## src/rtl/fetch_sequencer_pkg.sv

```systemverilog
// ============================================================================
// Module   : fetch_sequencer_pkg
// Purpose  : Shared definitions for the IF-stage fetch sequencer:
//            FSM state encodings, default NOP/HALT encodings, reset PC.
// Revision : 1.0 - initial release
// ============================================================================
`default_nettype none

package fetch_sequencer_pkg;

    // Fetch FSM states
    typedef enum logic [1:0] {
        BOOT = 2'd0,
        RUN  = 2'd1,
        HALT = 2'd2
    } fetch_state_t;

    localparam logic [31:0] DEFAULT_RESET_PC   = 32'h0000_0000;
    localparam logic [31:0] DEFAULT_NOP_INSTR  = 32'h0000_0000;
    localparam logic [31:0] DEFAULT_HALT_INSTR = 32'hFFFF_FFFF;

endpackage

`default_nettype wire

```

## src/rtl/fetch_sequencer_incr.sv

```systemverilog
// ============================================================================
// Module   : fetch_sequencer_incr
// Purpose  : Word-address PC incrementer (pc + 1, modulo 2^32).
// Revision : 1.0 - initial release
// ============================================================================
`default_nettype none

module fetch_sequencer_incr (
    input  logic [31:0] pc,
    output logic [31:0] pc_plus1
);

    // Wraps silently from 32'hFFFF_FFFF to 0
    assign pc_plus1 = pc + 32'd1;

endmodule

`default_nettype wire

```

## src/rtl/fetch_sequencer.sv

```systemverilog
// ============================================================================
// Module   : fetch_sequencer
// Purpose  : IF-stage fetch sequencer. Owns the PC, chooses the next PC
//            (increment / branch target / hold) and loads the IF/ID latch.
//            Optional performance counters enabled by FETCH_PERF_CNT_EN;
//            when undefined, fetch_count/bubble_count are tied to 0.
// Revision : 1.0 - initial release
// ============================================================================
`default_nettype none

module fetch_sequencer
    import fetch_sequencer_pkg::*;
#(
    parameter logic [31:0] RESET_PC   = DEFAULT_RESET_PC,
    parameter logic [31:0] NOP_INSTR  = DEFAULT_NOP_INSTR,
    parameter logic [31:0] HALT_INSTR = DEFAULT_HALT_INSTR
) (
    input  logic        clk,
    input  logic        rst,
    input  logic        stall,
    input  logic        branch_taken,
    input  logic [31:0] branch_target,
    input  logic [31:0] instr_in,
    output logic [31:0] pc_out,
    output logic [31:0] ifid_instr,
    output logic [31:0] ifid_npc,
    output logic        ifid_valid,
    output logic        halted,
    output logic [31:0] fetch_count,
    output logic [31:0] bubble_count
);

    fetch_state_t state;
    logic [31:0]  pc_plus1;
    logic         latch_fetch;
    logic         latch_bubble;

    fetch_sequencer_incr u_incr (
        .pc       (pc_out),
        .pc_plus1 (pc_plus1)
    );

    // Which kind of IF/ID load happens on the coming edge (a RUN-state stall loads neither)
    assign latch_fetch  = (state == RUN) && !branch_taken && !stall;
    assign latch_bubble = (state != RUN) || branch_taken;

    // Fetch FSM: PC, IF/ID latch and halt flag, all registered
    always_ff @(posedge clk or posedge rst) begin
        if (rst) begin
            state      <= BOOT;
            pc_out     <= RESET_PC;
            ifid_instr <= NOP_INSTR;
            ifid_npc   <= 32'd0;
            ifid_valid <= 1'b0;
            halted     <= 1'b0;
        end else begin
            case (state)
                BOOT: begin
                    // imem gets one full cycle at RESET_PC before first fetch
                    ifid_instr <= NOP_INSTR;
                    ifid_npc   <= 32'd0;
                    ifid_valid <= 1'b0;
                    state      <= RUN;
                end
                RUN: begin
                    if (branch_taken) begin
                        // Squashed instruction is dead, so stall is irrelevant
                        pc_out     <= branch_target;
                        ifid_instr <= NOP_INSTR;
                        ifid_npc   <= 32'd0;
                        ifid_valid <= 1'b0;
                    end else if (!stall) begin
                        ifid_instr <= instr_in;
                        ifid_npc   <= pc_plus1;
                        ifid_valid <= 1'b1;
                        if (instr_in == HALT_INSTR) begin
                            state  <= HALT;
                            halted <= 1'b1;
                        end else begin
                            pc_out <= pc_plus1;
                        end
                    end
                end
                HALT: begin
                    ifid_instr <= NOP_INSTR;
                    ifid_npc   <= 32'd0;
                    ifid_valid <= 1'b0;
                    // An older branch still in flight may resume fetch
                    if (branch_taken) begin
                        pc_out <= branch_target;
                        halted <= 1'b0;
                        state  <= RUN;
                    end
                end
                default: begin
                    ifid_instr <= NOP_INSTR;
                    ifid_npc   <= 32'd0;
                    ifid_valid <= 1'b0;
                    halted     <= 1'b0;
                    state      <= BOOT;
                end
            endcase
        end
    end

`ifdef FETCH_PERF_CNT_EN
    // Count valid fetches and bubbles as they are latched into IF/ID
    always_ff @(posedge clk or posedge rst) begin
        if (rst) begin
            fetch_count  <= 32'd0;
            bubble_count <= 32'd0;
        end else begin
            if (latch_fetch)
                fetch_count <= fetch_count + 32'd1;
            if (latch_bubble)
                bubble_count <= bubble_count + 32'd1;
        end
    end
`else
    assign fetch_count  = 32'd0;
    assign bubble_count = 32'd0;

    logic unused_latch;
    assign unused_latch = latch_fetch ^ latch_bubble;
`endif

endmodule

`default_nettype wire

```

## config.mk

```make
export PLATFORM = sky130hd
export DESIGN_NAME = fetch_sequencer
export DESIGN_NICKNAME = d
export VERILOG_FILES = /design/src/rtl/fetch_sequencer_pkg.sv /design/src/rtl/fetch_sequencer_incr.sv /design/src/rtl/fetch_sequencer.sv
export SDC_FILE = /design/constraint.sdc
export NUM_CORES = 1
export LEC_CHECK = 0
export CORE_MARGIN = 1
export CORE_UTILIZATION = 35
export DETAILED_ROUTE_END_ITERATION = 10
export PLACE_DENSITY = 0.74
export SLEW_MARGIN = 10
export SYNTH_ARGS = -nofsm -noshare
export SYNTH_HDL_FRONTEND = slang
export SYNTH_SLANG_ARGS = --single-unit
```

## constraint.sdc

```tcl
create_clock -name clk -period 4.3 [get_ports clk]
set_input_delay 0.86 -clock clk [delete_from_list [all_inputs] [get_ports clk]]
set_output_delay 0.86 -clock clk [all_outputs]
set_load 0.02 [all_outputs]
```

==> impl_metrics.toml, run 1 <==
# physical design summary
[run_status]
status = "completed"

[worst_setup_path]
r2r-start = "pc_out[3]"
timing.critical_path.buf_inv = 2
crit_arrival_ps = 3350
slowest_stage = "a21boi_4"
cpPeakStageDelay_ps = 570
reg2regPathDepth = 6
worst_ep_required_time_ps = 4540
worstSetupPathType = "in2reg"
start_kind = "primary input"

[clock_tree]
htreeDepth = 3
cts-resized-gates = 0
clock_sinks = 100
hold_buffers = 0
post-cts-setup-buffer-count = 0
cts_max_path_buffers = 2
cts_tree = "yes"

[place]
place_hpwl_um = 10900
dp_cells = 947
io_buffers = 165
place_area_um2 = 7180
gp_congestion = 0.820

[grt]
grt_pass1_vias = 4301
grt_overflow_total = 0
grt_first_pass_wirelength_um = 23500
grt_max_degree = 54
grt_antenna_before_repair = 0

[synthesis]
syn_inst = 601
yosysTopAreaCell = "dfrtp_1"
area_leaders = "dfrtp_1 (44%), buf_4 (8.9%), mux2i_1 (6.0%)"
edf_count = 0
ff_type = "dfrtp_1"
syn_area_um2 = 5650
ys.flops = 100
synth_cell_types = 47
xor_share_pct = 4.65
top_area_share_pct = 44.3
ys_sh_mux_pct = 6.03
adder_share_pct = 0.222

[floorplan]
die_h_um = 129
placementRows = 46
die_area_um2 = 16600
fp.dieW_um = 129

[pwr]
power_density_nw_per_um2 = 370
leakagePower_nw = 3.23

[timing]
skew_ps = 5.76
fin_crit_sh_pct = 72.3
fin_crit_ps = 3110
slew_violations = 0
hold_viol_final = 0
tns_ps = 0
setup_viol = 0

[detailed_routing]
drt_iter0_drc = 285
final_antenna_net_count = 0
drt_first_pass_iters = 4

[final_layout]
n_all_inverters = 6
seq_cells = 100
drive_above_1_share_pct = 5.35
final_cells = 963
layout_top_cells = "clkdlybuf4s50_1 (164), dfrtp_1 (100), nor2_1 (86)"
logic_area_um2 = 2680
final_common_cell = "clkdlybuf4s50_1"
largest_class = "multi-input combinational cells"
buffers = 171
area_growth_pct = 33.6
diodes = 0
comb_area_share_pct = 35.5
clockBufferCount = 10
nets = 811

[hold_path]
hold_end = "ifid_valid"
hold_path_startpoint = "ifid_valid"
holdCritPathClass = "reg2reg"

[job]
cap_viol_max_count = 0
run 1: metal layers:
metal,GRT usage (%),part of all wire [%],vias to the layer above
met3,6.81,8.8,10
met5,0,0,-
li1,-,-,2255
met1,23.9,43,2152
met4,3.53,0.66,0
met2,30.2,47,201
run 1: stage by stage:
stage / setup slack [ps] / power [mW]
floorplan: 821 / 1.56
global placement: 843 / 1.81
detailed placement: 793 / 1.82
CTS: 1180 / 2.83
global route: 1030 / 2.93
finish: 1190 / 2.79
run 1: registers in the layout, indices dropped and copies added, names as in the netlist:
signal and count:
pc_out 32, state 2, ifid_valid 1, ifid_npc 32, ifid_instr 32, halted 1
run 1: where the power goes:
part	total [mW]	internal (mW)	switching (mW)
combinational	0.678	0.305	0.373
sequential	1.12	1.02	0.101
clock	0.994	0.629	0.365
total	2.79	1.96	0.840
run 1: synthesized netlist by cell type (2+ instances only):
cell type / instances
dfrtp_1: 100
nor2_1: 86
buf_4: 67
a21oi_1: 49
o21ai_0: 40
mux2i_1: 34
nand2_1: 34
clkbuf_1: 26
o22a_1: 24
xnor2_1: 19
nand4_1: 13
xor2_1: 11
nand3_1: 9
nor3_1: 9
a22oi_1: 7
and3_1: 7
inv_1: 6
clkbuf_8: 5
buf_2: 4
o21ba_2: 4
a211oi_1: 3
a221o_1: 3
a31oi_1: 3
a41oi_1: 3
and2_1: 3
nor2b_1: 3
nor4_1: 3
o22ai_1: 3
nand3_2: 2
nand3_4: 2
nor4_4: 2
o21a_1: 2
run 1: worst max-delay path by stage:
stage | startpoint | to | cells after the start
final | instr_in[24] | pc_out[21] | 8
after detailed placement | instr_in[24] | pc_out[21] | 8
after floorplan | rst | halted | 1
after global routing | instr_in[24] | pc_out[21] | 8
after CTS | instr_in[24] | pc_out[21] | 8
after global placement | instr_in[24] | pc_out[19] | 8
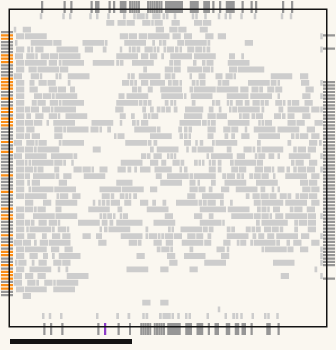
Figure 1: run 1, pin placement.
Scale bar: 50 um. Pins as bars across the die edge, other pins in grey.
- orange: `instr_in` (pins 32; direction input; edge left)
- purple: `halted` (pins 1; direction output; edge bottom)
- all pins by edge: 80 left, 59 right, 49 top, 42 bottom

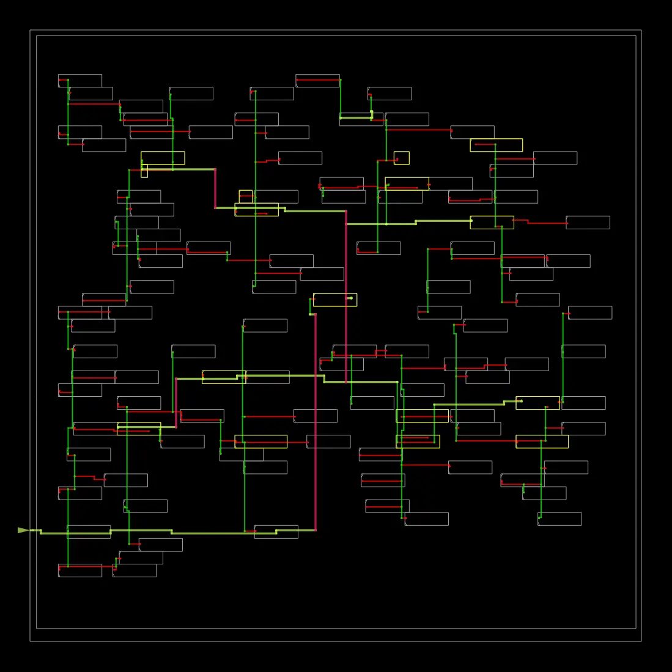
Figure 2: run 1, clock routing.
CTS buffer count: 9
Clk. pwr: 994 uW

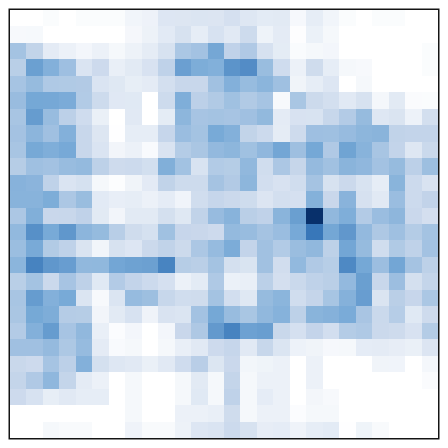
Figure 3: run 1, wiring heat map.
The die is cut into 26 by 26 equal tiles; white is low, dark blue is high, scaled to the fullest tile. Values are wire area over tile area, all layers added.
- nearly empty tiles: 13%
- mean over tiles: 0.15
- densest ninth of the die: middle right
- fullest tile: 0.64
- tiles over half the peak: 6.5%
detailed-route via count: 4,618
Post-Route WL: 15,100 um
wire length per cell: 15.6 um
GRT Overall Usage: 18.6%

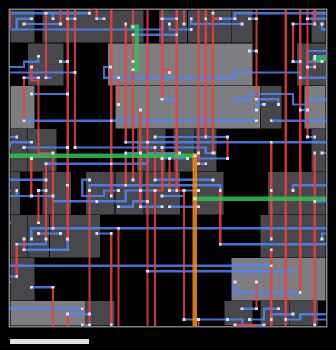
Figure 4: run 1, close-up of the layout.
Scale bar: 5 um. Region (55, 80) to (75, 100) um. Cells in grey, sequential cells in the stronger grey; small squares are vias.
- blue: metal 1
- green: metal 3
- red: metal 2
- orange: metal 4
- sequential cells in the window: 4
- most frequent: o21ai_0 (6), a21oi_1 (5)
- cells with their middle in the window: 31
- netlist names of flops here include: `pc_out` (4)

Figure 5. Gate families picked out (run 1).
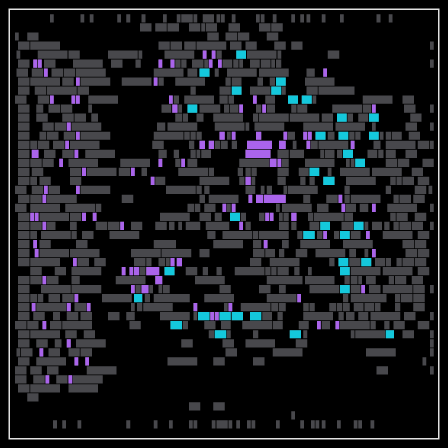

## Run 2: what changed since run 1
Clock period 4.3 ns to 2.9 ns, I/O delays scaled along.
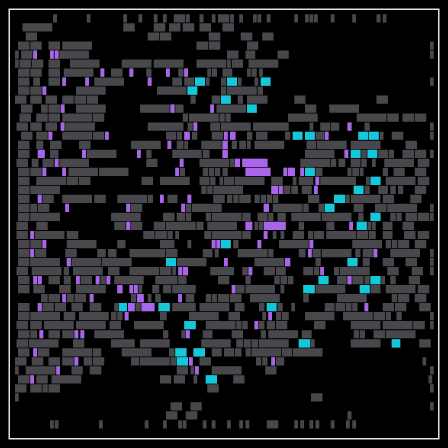
Figure 6: run 2, gate families picked out.
- cyan: AND-OR and OR-AND gates (cells 36; most used o22a_1)
- purple: NOR gates (cells 105; most used nor2_1)
final std cells w/o fill: 971
Comb/total area: 35.0%
most numerous logic cell after layout: clkdlybuf4s50_1

==> impl_metrics.toml, run 2 <==
# physical design summary
[clock_tree]
htreeDepth = 3
root_buffer = "clkbuf_16"
clock_sinks = 100
cts_made_buffers = 9
cts_tree = "yes"
hold_buffers = 0
post-cts-setup-buffer-count = 0
clk_latency_ps = 350
path_clk_slew_ps = 70
cts-resized-gates = 0
cts_max_path_buffers = 2

[detailed_routing]
drt-total-wl_um = 15300
vias = 4688
final_antenna_net_count = 0
drt_first_pass_iters = 5
drt_iter0_drc = 259
wl_per_cell_um = 15.8

[grt]
use_met1_pct = 24.5
grt_pass1_vias = 4371
grt_antenna_before_repair = 0
met2_usage_pct = 28.6
grt_max_degree = 67
grtUsageTotal_pct = 18.9
grt_overflow_total = 0
grt.met3_usage_pct = 7.51
grt_first_pass_wirelength_um = 24000
busiest_layer = "met2"

[timing]
fin_crit_sh_pct = 82.2
finalWorstSetupSlack_ps = 516
slew_violations = 0
setup_viol = 0
tns_ps = 0
fin_crit_ps = 2380
hold_viol_final = 0
skew_ps = 6.55
rsz0062_at_grt = "false"

[synthesis]
ys_cells = 601
top_cells_by_count = "dfrtp_1 (100), nor2_1 (86), buf_4 (67)"
edf_count = 0
synth_cell_types = 47
top_area_share_pct = 44.3
top_cell = "dfrtp_1"
ff_type = "dfrtp_1"
ys_seq_share_pct = 44.3
syn_inst = 601
ys.flops = 100
syn_area_um2 = 5650
yosysTopAreaCell = "dfrtp_1"
area_leaders = "dfrtp_1 (44%), buf_4 (8.9%), mux2i_1 (6.0%)"

[worst_setup_path]
cp_max_fo = 9
worst_ep_required_time_ps = 3140
crit_arrival_ps = 2620
start_kind = "flip-flop"
worstSetupPathType = "reg2reg"

[final_layout]
nets = 820
buffers = 180
seq_cells = 100
diodes = 0
drive_above_1_share_pct = 6.36
logic_area_um2 = 2680
n_all_inverters = 6
area_growth_pct = 35.3
layout_top_cells = "clkdlybuf4s50_1 (164), dfrtp_1 (100), nor2_1 (86)"
seq_area_share_pct = 32.8
reg_top3 = "ifid_instr: 32 flops, ifid_npc: 32 flops, pc_out: 32 flops"
largest_class = "multi-input combinational cells"
clockBufferCount = 10

[place]
place_hpwl_um = 11100
gp_congestion = 0.765
pre_cts_ws_ps = 187

[pwr]
power_density_nw_per_um2 = 541
leakagePower_nw = 3.28

[job]
cap_viol_max_count = 0

[floorplan]
core_area_um2 = 15800
placementRows = 46
die_area_um2 = 16600
n_tap_cell = 216
fp_util_pct = 35.7

[hold_path]
holdCritPathClass = "reg2reg"

[run_status]
status = "completed"
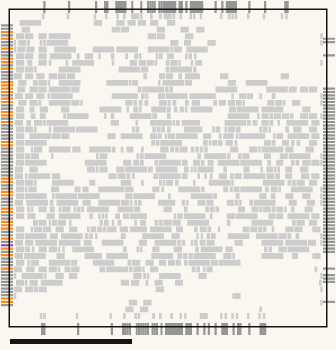
Figure 7: run 2, pin placement.
Scale bar: 50 um. Pins as bars across the die edge, other pins in grey.
port bufs: 165
Die Span X: 129 um

run 2: cell counts after synthesis:
No cell type changed its count.
run 2: kinds of logic after synthesis:
logic type               count (synthesis)  synth area share (%)
AND-OR/OR-AND                          145                  16.2
XOR/XNOR                                30                  4.65
adder cells (fa/ha/maj)                  1                 0.221
buffers and inverters                  110                  12.8
flip-flops                             100                  44.3
multiplexers                            34                  6.03
other                                    1                0.0664
AND/OR/NAND/NOR                        180                  15.8
run 2: power breakdown:
group	total (mW)	internal, mW	switching, mW
Combinational	1.02	0.465	0.558
Sequential	1.66	1.51	0.147
Clock	1.45	0.925	0.524
Total	4.13	2.90	1.23
run 2: stage by stage:
stage	util, %	total power [mW]	area, um^2	hold WS (ps)	cells
floorplan	-	2.31	5890	467	664
global placement	46.0	2.70	7290	463	956
detailed placement	46.0	2.71	7290	468	956
CTS	48.3	4.18	7640	483	971
global route	48.3	4.32	7640	503	971
finish	48.3	4.13	7640	474	971
run 2: final timing paths:
path | from | to | slack, ps | cells past startpoint
max | pc_out[3] | pc_out[30] | 520 | 6
min in group asynchronous | rst | ifid_instr[9] | 500 | 2
min | ifid_valid | ifid_valid | 470 | 1
max in group asynchronous | rst | pc_out[5] | 1790 | 3
min reg2reg | ifid_valid | ifid_valid | 470 | 1
max reg2reg | pc_out[3] | pc_out[30] | 520 | 6
run 2: routing by layer:
layer	wire length [um]	vias to the layer above	share of wire, %
met5	0	-	0
met4	382	0	2.5
met3	1440	20	9.4
met2	6870	200	45
met1	6620	2209	43
li1	-	2259	-
run 2: critical path, cell delays in order, from the launching register on:
cell	delay (ps)
dfrtp_1	510
nand2_1	240
nor4_1	350
and4b_1	520
nand3_1	160
xnor2_1	190
a221o_1	290
Figure 8. Clock routing (run 2).
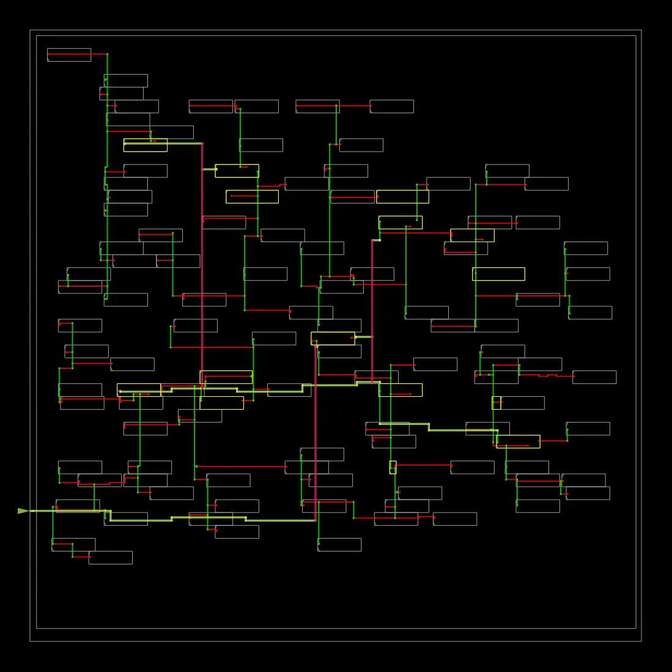

## Run 3: what changed since run 2
Settings changed: PLACE_DENSITY 0.74 to 0.77.
Clock period 2.9 ns to 2.1 ns, I/O delays scaled along.
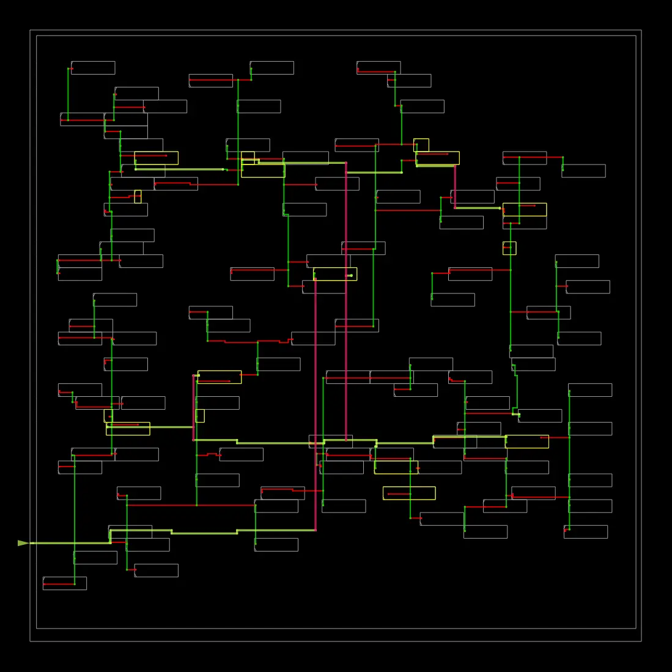
Figure 9: run 3, clock routing.
Late-Pin Clk Latency: 360 ps
worst clock skew: 6.54 ps
Sink Count: 100
flip-flops: 100
CLK BUF: 10

==> impl_metrics.toml, run 3 <==
# physical design summary
[final_layout]
reg_top3 = "ifid_instr: 32 flops, ifid_npc: 32 flops, pc_out: 32 flops"
final_common_cell = "clkdlybuf4s50_1"
drive_above_1_share_pct = 13.8
nets = 875
area_growth_pct = 45.7
final_area_um2 = 8230
final_util_pct = 52.0
diodes = 0
layout_top_cells = "clkdlybuf4s50_1 (148), dfrtp_1 (99), nor2_1 (83)"

[clock_tree]
hold_buffers = 0
cts-resized-gates = 14
root_buffer = "clkbuf_16"
post-cts-setup-buffer-count = 3
path_clk_slew_ps = 70
cts_made_buffers = 9
cts_max_path_buffers = 2
cts_tree = "yes"
htreeDepth = 3

[floorplan]
placementRows = 46
core_area_um2 = 15800
fp.dieW_um = 129
die_area_um2 = 16600
fp_util_pct = 35.7

[worst_setup_path]
crit_top_cell = "buf_4"
slowest_stage = "nor4_2"
ff2ff_setup_slack_ps = 140
crit_path_end_kind = "flip-flop"
reg2regPathDepth = 6
r2r-start = "pc_out[1]"
worstSetupPathType = "in2reg"
r2r-end = "pc_out[31]"
cpPeakStageDelay_ps = 340
timing.critical_path.buf_inv = 4
crit_arrival_ps = 2250
cp_top_family = "buffers and inverters"
start_kind = "primary input"
cp_cell_sequence = "dlygate4sd2_1 -> nand4_1 -> nor4_2 -> buf_4 -> a31oi_4 -> a21boi_4 -> buf_12 -> buf_4 -> nor3_1 -> a211o_1"
cp_max_fo = 5

[synthesis]
ys_sh_simple_pct = 15.8
ys_sh_mux_pct = 6.03
ys_cells = 601
top_logic_kind = "AND-OR/OR-AND gates"
area_leaders = "dfrtp_1 (44%), buf_4 (8.9%), mux2i_1 (6.0%)"
xor_share_pct = 4.65
edf_count = 0
synth_cell_types = 47
ff_type = "dfrtp_1"
adder_share_pct = 0.222
ys.flops = 100
ys_sh_aoi_pct = 16.2
ys_seq_share_pct = 44.3
top_cells_by_count = "dfrtp_1 (100), nor2_1 (86), buf_4 (67)"
yosysTopAreaCell = "dfrtp_1"
syn_inst = 601
yosysChipArea_um2 = 5650
top_area_share_pct = 44.3

[timing]
fin_crit_ps = 2010
fin_crit_sh_pct = 95.6
hold_viol_final = 0
slew_violations = 0
fmax_mhz = 498
setup_viol = 0

[grt]
grt_pass1_vias = 4847
grt_antenna_before_repair = 1
grt_overflow_total = 0
grt_first_pass_wirelength_um = 25600
grt_max_degree = 63
grtUsageTotal_pct = 20.2

[pwr]
power_switching_mw = 1.77
seqPwrFrac_pct = 40.1
p_sw_share_pct = 31.9
comb_power_share_pct = 29.7
pwr-share-clk_pct = 30.2
power_density_nw_per_um2 = 675
leakagePower_nw = 3.65
power.internal_mw = 3.79

[job]
cap_viol_max_count = 0
warning_count = 27

[detailed_routing]
wl_per_cell_um = 16.0
vias = 4997
drt_iter0_drc = 305
final_antenna_net_count = 0
drt-total-wl_um = 16400
drt_first_pass_iters = 5

[run_status]
status = "completed"

[place]
gp_congestion = 0.805
place_hpwl_um = 11300
io_buffers = 165
place_area_um2 = 7660

[hold_path]
holdCritPathClass = "in2async"
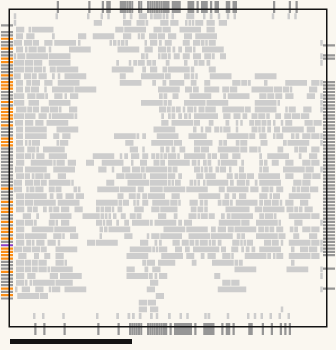
Figure 10: run 3, pin placement.
Scale bar: 50 um. Pins as bars across the die edge, other pins in grey.
- orange: `instr_in` (pins 32; direction input; edge left)
- purple: `halted` (pins 1; direction output; edge left)

## run 3: metrics by stage
stage	worst slack [ps]	setup TNS, ps	std cells	total power [mW]	hold slack [ps]
after floorplan	7.97	0	664	3.19	467
after global placement	-638	-17830	999	3.83	462
after detailed placement	-644	-18260	999	3.86	467
after CTS	22.0	0	1021	5.59	292
after global routing	-38.2	-142	1027	5.84	301
final	92.9	0	1027	5.56	304
## run 3: logic make-up after synthesis
group                    Yosys count
adder cells (fa/ha/maj)            1
other                              1
buffers and inverters            110
XOR/XNOR                          30
AND-OR/OR-AND                    145
AND/OR/NAND/NOR                  180
flip-flops                       100
multiplexers                      34
## run 3: how the worst max path moves through the flow
stage,startpoint,endpoint,slack (ps),cells after the start
detailed placement,instr_in[15],pc_out[31],-640,9
CTS,instr_in[16],pc_out[31],20,10
finish,instr_in[19],pc_out[0],90,10
global placement,instr_in[15],pc_out[29],-640,9
floorplan,pc_out[3],pc_out[30],8,8
global route,pc_out[1],pc_out[21],-40,6
## run 3: power groups by stage
stage          clock network [mW]  logic [mW]  registers, mW
2_1_floorplan                   0       0.703           2.48
3_3_place_gp                    0        1.58           2.26
3_5_place_dp                    0        1.59           2.26
4_1_cts                      1.73        1.63           2.23
5_1_grt                      1.81        1.78           2.25
6_report                     1.68        1.65           2.23
## run 3: layout make-up
cell class | instances | area, um^2 | area share [%]
clock buffers | 10 | 229 | 2.78
clock inverters | 6 | 63.8 | 0.775
inverters | 6 | 26.3 | 0.319
multi-input cells | 454 | 2720 | 33.0
flip-flops and latches | 100 | 2500 | 30.4
well taps | 216 | 270 | 3.28
repair buffers | 235 | 2420 | 29.4
## run 3: routing by layer
layer	routed length [um]	global-route usage [%]
met5	0	0
met4	180	4.50
met3	1630	8.09
met2	8000	34.1
met1	6630	24.3
Power is estimated from default activity; no workload was simulated.
